<file path="src/rtl/fc_sequencer_pkg.sv">
// Shared constants and FSM encoding for the fully-connected layer sequencer.
// Module parameters default to these values.
package fc_sequencer_pkg;

  localparam int N_IN = 9;
  localparam int DW   = 8;
  localparam int ACCW = 32;
  localparam int MAXN = 16;

  typedef enum logic [2:0] {
    S_IDLE,
    S_MAC,
    S_BIAS,
    S_OUT,
    S_FIN
  } fc_state_t;

endpackage

</file>
<file path="src/rtl/fc_mac.sv">
// Signed multiply-accumulate: acc += sext(a) * sext(b), wrapping modulo 2^ACCW.
// clear wins over en so a new neuron always starts from zero.
module fc_mac import fc_sequencer_pkg::*; #(
  parameter int DW   = fc_sequencer_pkg::DW,
  parameter int ACCW = fc_sequencer_pkg::ACCW
) (
  input  logic            clk,
  input  logic            rst,
  input  logic            clear,
  input  logic            en,
  input  logic [DW-1:0]   a,
  input  logic [DW-1:0]   b,
  output logic [ACCW-1:0] acc
);

  logic signed [2*DW-1:0] prod;

  assign prod = $signed(a) * $signed(b);

  always_ff @(posedge clk) begin
    if (rst || clear) begin
      acc <= '0;
    end else if (en) begin
      acc <= acc + {{(ACCW-2*DW){prod[2*DW-1]}}, prod};
    end
  end

endmodule

</file>
<file path="src/rtl/fc_sequencer.sv">
// Sequences one fully-connected layer: per neuron, streams N_IN weights from a
// 1-cycle-latency ROM through fc_mac, adds the bias, then offers the result.
module fc_sequencer import fc_sequencer_pkg::*; #(
  parameter int N_IN = fc_sequencer_pkg::N_IN,
  parameter int DW   = fc_sequencer_pkg::DW,
  parameter int ACCW = fc_sequencer_pkg::ACCW,
  parameter int MAXN = fc_sequencer_pkg::MAXN
) (
  input  logic                 clk,
  input  logic                 rst,
  input  logic                 start,
  input  logic [4:0]           num_neurons,
  input  logic [N_IN*DW-1:0]   fc_input,
  output logic [7:0]           w_addr,
  input  logic [DW-1:0]        w_data,
  output logic [3:0]           b_addr,
  input  logic [DW-1:0]        b_data,
  output logic                 out_valid,
  input  logic                 out_ready,
  output logic [ACCW-1:0]      out_data,
  output logic [3:0]           out_idx,
  output logic                 busy,
  output logic                 done,
  output fc_state_t            dbg_state
);

  localparam int CW = $clog2(N_IN + 1);

  fc_state_t           state;
  logic [N_IN*DW-1:0]  feat_q;
  logic [4:0]          num_q;
  logic [4:0]          num_clamped;
  logic [3:0]          neuron;
  logic [CW-1:0]       mac_cnt;
  logic [DW-1:0]       feat_sel;
  logic [ACCW-1:0]     acc;
  logic                accept;
  logic                handshake;
  logic                last_neuron;
  logic                mac_clear;
  logic                mac_en;

  // Output handshake: a result transfers on a rising edge where out_valid and
  // out_ready are both high; until then out_valid/out_data/out_idx hold and
  // out_valid never drops without a transfer (except on rst).
  assign handshake   = (state == S_OUT) && out_valid && out_ready;
  assign accept      = (state == S_IDLE) && start && !busy;
  assign num_clamped = (num_neurons > 5'(MAXN)) ? 5'(MAXN) : num_neurons;
  assign last_neuron = ({1'b0, neuron} + 5'd1) >= num_q;
  assign dbg_state   = state;

  // mac_cnt==0 is the cycle whose address is on the bus but no data is back
  // yet; counts 1..N_IN each carry the weight for feature mac_cnt-1.
  assign mac_clear = (accept && (num_clamped != 5'd0)) || (handshake && !last_neuron);
  assign mac_en    = (state == S_MAC) && (mac_cnt != '0);

  always_comb begin
    feat_sel = '0;
    for (int k = 0; k < N_IN; k++) begin
      if (mac_cnt == CW'(k + 1)) feat_sel = feat_q[k*DW +: DW];
    end
  end

  fc_mac #(
    .DW   (DW),
    .ACCW (ACCW)
  ) u_mac (
    .clk   (clk),
    .rst   (rst),
    .clear (mac_clear),
    .en    (mac_en),
    .a     (w_data),
    .b     (feat_sel),
    .acc   (acc)
  );

  always_ff @(posedge clk) begin
    if (rst) begin
      state     <= S_IDLE;
      out_valid <= 1'b0;
      done      <= 1'b0;
      busy      <= 1'b0;
      out_data  <= '0;
      out_idx   <= '0;
      mac_cnt   <= '0;
      neuron    <= '0;
      num_q     <= '0;
      feat_q    <= '0;
      w_addr    <= '0;
      b_addr    <= '0;
    end else begin
      case (state)
        S_IDLE: begin
          done <= 1'b0;
          busy <= accept;
          if (accept) begin
            feat_q  <= fc_input;
            num_q   <= num_clamped;
            neuron  <= '0;
            mac_cnt <= '0;
            w_addr  <= '0;
            b_addr  <= '0;
            state   <= (num_clamped == 5'd0) ? S_FIN : S_MAC;
          end
        end
        S_MAC: begin
          w_addr <= w_addr + 8'd1;
          if (mac_cnt == CW'(N_IN)) begin
            state <= S_BIAS;
          end else begin
            mac_cnt <= mac_cnt + CW'(1);
          end
        end
        S_BIAS: begin
          out_data  <= acc + {{(ACCW-DW){b_data[DW-1]}}, b_data};
          out_idx   <= neuron;
          out_valid <= 1'b1;
          state     <= S_OUT;
        end
        S_OUT: begin
          if (handshake) begin
            out_valid <= 1'b0;
            if (last_neuron) begin
              state <= S_FIN;
            end else begin
              neuron  <= neuron + 4'd1;
              mac_cnt <= '0;
              w_addr  <= 8'((int'(neuron) + 1) * N_IN);
              b_addr  <= neuron + 4'd1;
              state   <= S_MAC;
            end
          end
        end
        S_FIN: begin
          done  <= 1'b1;
          state <= S_IDLE;
        end
        default: state <= S_IDLE;
      endcase
    end
  end

endmodule

</file>
<file path="config.mk">
export PLATFORM = sky130hd
export DESIGN_NAME = fc_sequencer
export DESIGN_NICKNAME = d
export VERILOG_FILES = /design/src/rtl/fc_sequencer_pkg.sv /design/src/rtl/fc_mac.sv /design/src/rtl/fc_sequencer.sv
export SDC_FILE = /design/constraint.sdc
export NUM_CORES = 1
export LEC_CHECK = 0
export ABC_AREA = 0
export CORE_MARGIN = 2
export CORE_UTILIZATION = 50
export DETAILED_ROUTE_END_ITERATION = 8
export PLACE_DENSITY = 0.71
export SKIP_CTS_REPAIR_TIMING = 1
export SLEW_MARGIN = 40
export SYNTH_ARGS = -nofsm -noshare
export SYNTH_HDL_FRONTEND = slang
export SYNTH_SLANG_ARGS = --single-unit
</file>
<file path="constraint.sdc">
create_clock -name clk -period 12.1 [get_ports clk]
set_input_delay 2.42 -clock clk [delete_from_list [all_inputs] [get_ports clk]]
set_output_delay 2.42 -clock clk [all_outputs]
set_load 0.05 [all_outputs]
</file>
==> images/m3.png <==
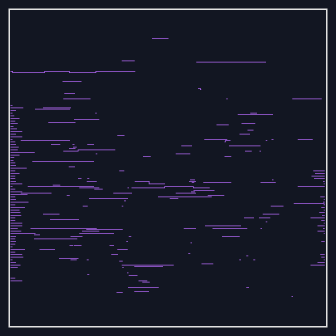
The wires run mostly horizontal. The layer holds 4.2% of the routed length. The layer carries 1370 um of wire. 170 nets have wire on it. The longest straight run is 35.9 um.

==> images/ff_map.png <==
Other sequential cells in the stronger grey, the rest of the logic in the fainter grey.
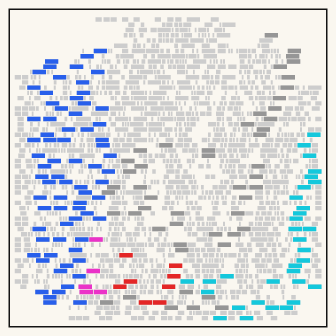
out_data: shown in cyan, placed flops 32. num_q: shown in magenta, placed flops 5, where bottom left. feat_q: shown in blue, placed flops 72, where a column on the left. w_addr: shown in red, placed flops 8, where bottom middle.

==> images/placed.png <==
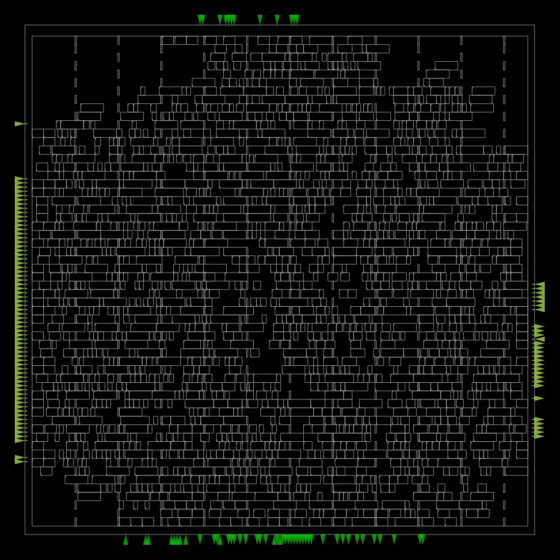
Well Taps: 330
core box area: 0.0252 mm2
Seq cells: 167
Fillers: 2285

==> images/port_trees.png <==
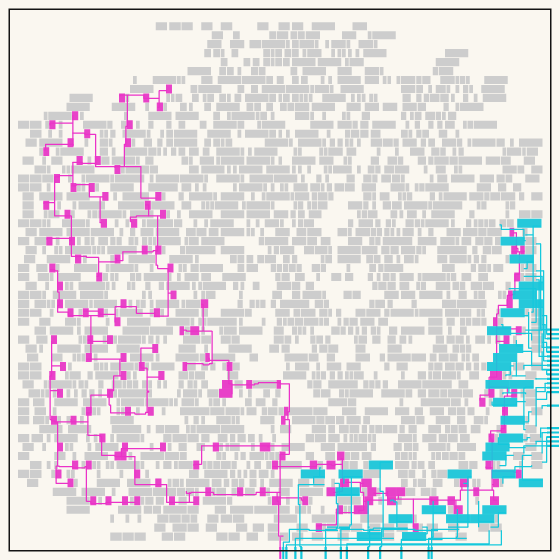
out_data: shown in cyan, bits 32, direction output, end cells 32, buffers 32, wire 945 um. rst: shown in magenta, bits 1, direction input, end cells 143, buffers 2, wire 1120 um.

==> images/route_heat.png <==
The die is cut into 33 by 33 equal tiles; black is low, pale yellow is high, scaled to the fullest tile. Values are wire area over tile area, all layers added.
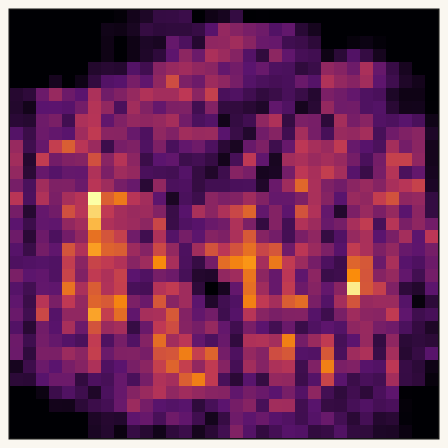
10% of the tiles are over half the peak. 10% of the tiles are nearly empty. The mean over all tiles is 0.19. The fullest tile reaches 0.69.

==> impl_metrics.csv <==
group,metric,value,unit
placed_design,portBuffers,150,
synthesis,xor_area_share,4.44,%
synthesis,fp_nets,1893,
critical_path,cp_common_cell,"inv_1",
global_routing,gr-total-overflow,0,
synthesis,common_cells,"nand2_1 (303), a21oi_1 (193), dfxtp_1 (167)",
finish,signal_buffers,158,
clocking,cts_made_buffers,17,
finish,antenna_cells,0,
power_and_ir_drop,p_leak,0.00628,uW
die,fp.dieW,164,um
detailed_routing,firstDrtPassIters,5,
critical_path,startpoint_type,"input port",
critical_path,path_max_fanout,17,
die,ios,151,
critical_path,cp_top_family,"adder cells",
run,openroad.warnings,31,
synthesis,synthArstFlopShare,0,%
power_and_ir_drop,ir_worst_vdd,0.0711,mV
clocking,clkTransAtPathRegs,0.07,ns
timing,fmax,108,MHz
critical_path,crit_end,"u_mac.acc[31]",
synthesis,postSynthAreaPerCell,7.85,um2
clocking,root_buffer,"clkbuf_16",
synthesis,yosysMostFrequentCell,"nand2_1",
finish,largest_cell_class,"multi-input combinational cells",
synthesis,synth.distinct_cells,82,
power_and_ir_drop,power_density,97.1,mW/mm2
finish,mostFrequentLayoutCell,"nand2_1",
finish,final_area,0.0151,mm2
power_and_ir_drop,seq_cell_power,594,uW
power_and_ir_drop,powerClk,537,uW
timing,fin_crit,9.30,ns
hold_path,holdCritStartpoint,"out_data[23]",
critical_path,r2r_setup_slack,2.86,ns
global_routing,grt-busiest-layer,"met2",
global_routing,use_met1,31.1,%
synthesis,synthAoiAreaFrac,19.9,%
detailed_routing,drc,0,
synthesis,top_area_share,26.1,%
critical_path,crit_buf_inv,6,
power_and_ir_drop,clockPowerShare,36.7,%
global_routing,grt_pass1_wl,53.6,mm
finish,largest_register,"feat_q",
synthesis,ys_sh_simple,22.3,%
clocking,insertion_delay,0.44,ns
run_status,outcome,"completed",
detailed_routing,ant_nets,0,
clocking,clkSinkCount,167,
run,cap_violations,0,
global_routing,grt_start_max_net_pins,80,
global_routing,met3_usage,3.76,%
finish,buf_share,10.3,%
finish,logic_gates,1280,
critical_path,worstSetupEndpointType,"flop",
timing,clock_skew,0.0137,ns
power_and_ir_drop,pg_comb,332,uW
die,chip_area,0.0269,mm2
synthesis,synth_area,0.0128,mm2
finish,fin_util,59.9,%
finish,clkbuf_count,18,
critical_path,critPathMaxStageDelay,0.63,ns
finish,drive_gt1_share,4.63,%
power_and_ir_drop,comb_power_share,22.7,%
synthesis,edf_count,0,
finish,nNonClkInverters,114,
die,num_rows,58,
timing,tightest_slew,0.824,ns
timing,fin_setup_tns,0,ns
critical_path,timing.rr.end,"u_mac.acc[31]",
timing,rsz0062_at_grt,"no",
clocking,cts_tree,"built",
power_and_ir_drop,maxPowerGroup,"registers",
hold_path,hold_class,"reg -> reg",
finish,instances_no_fill,2081,
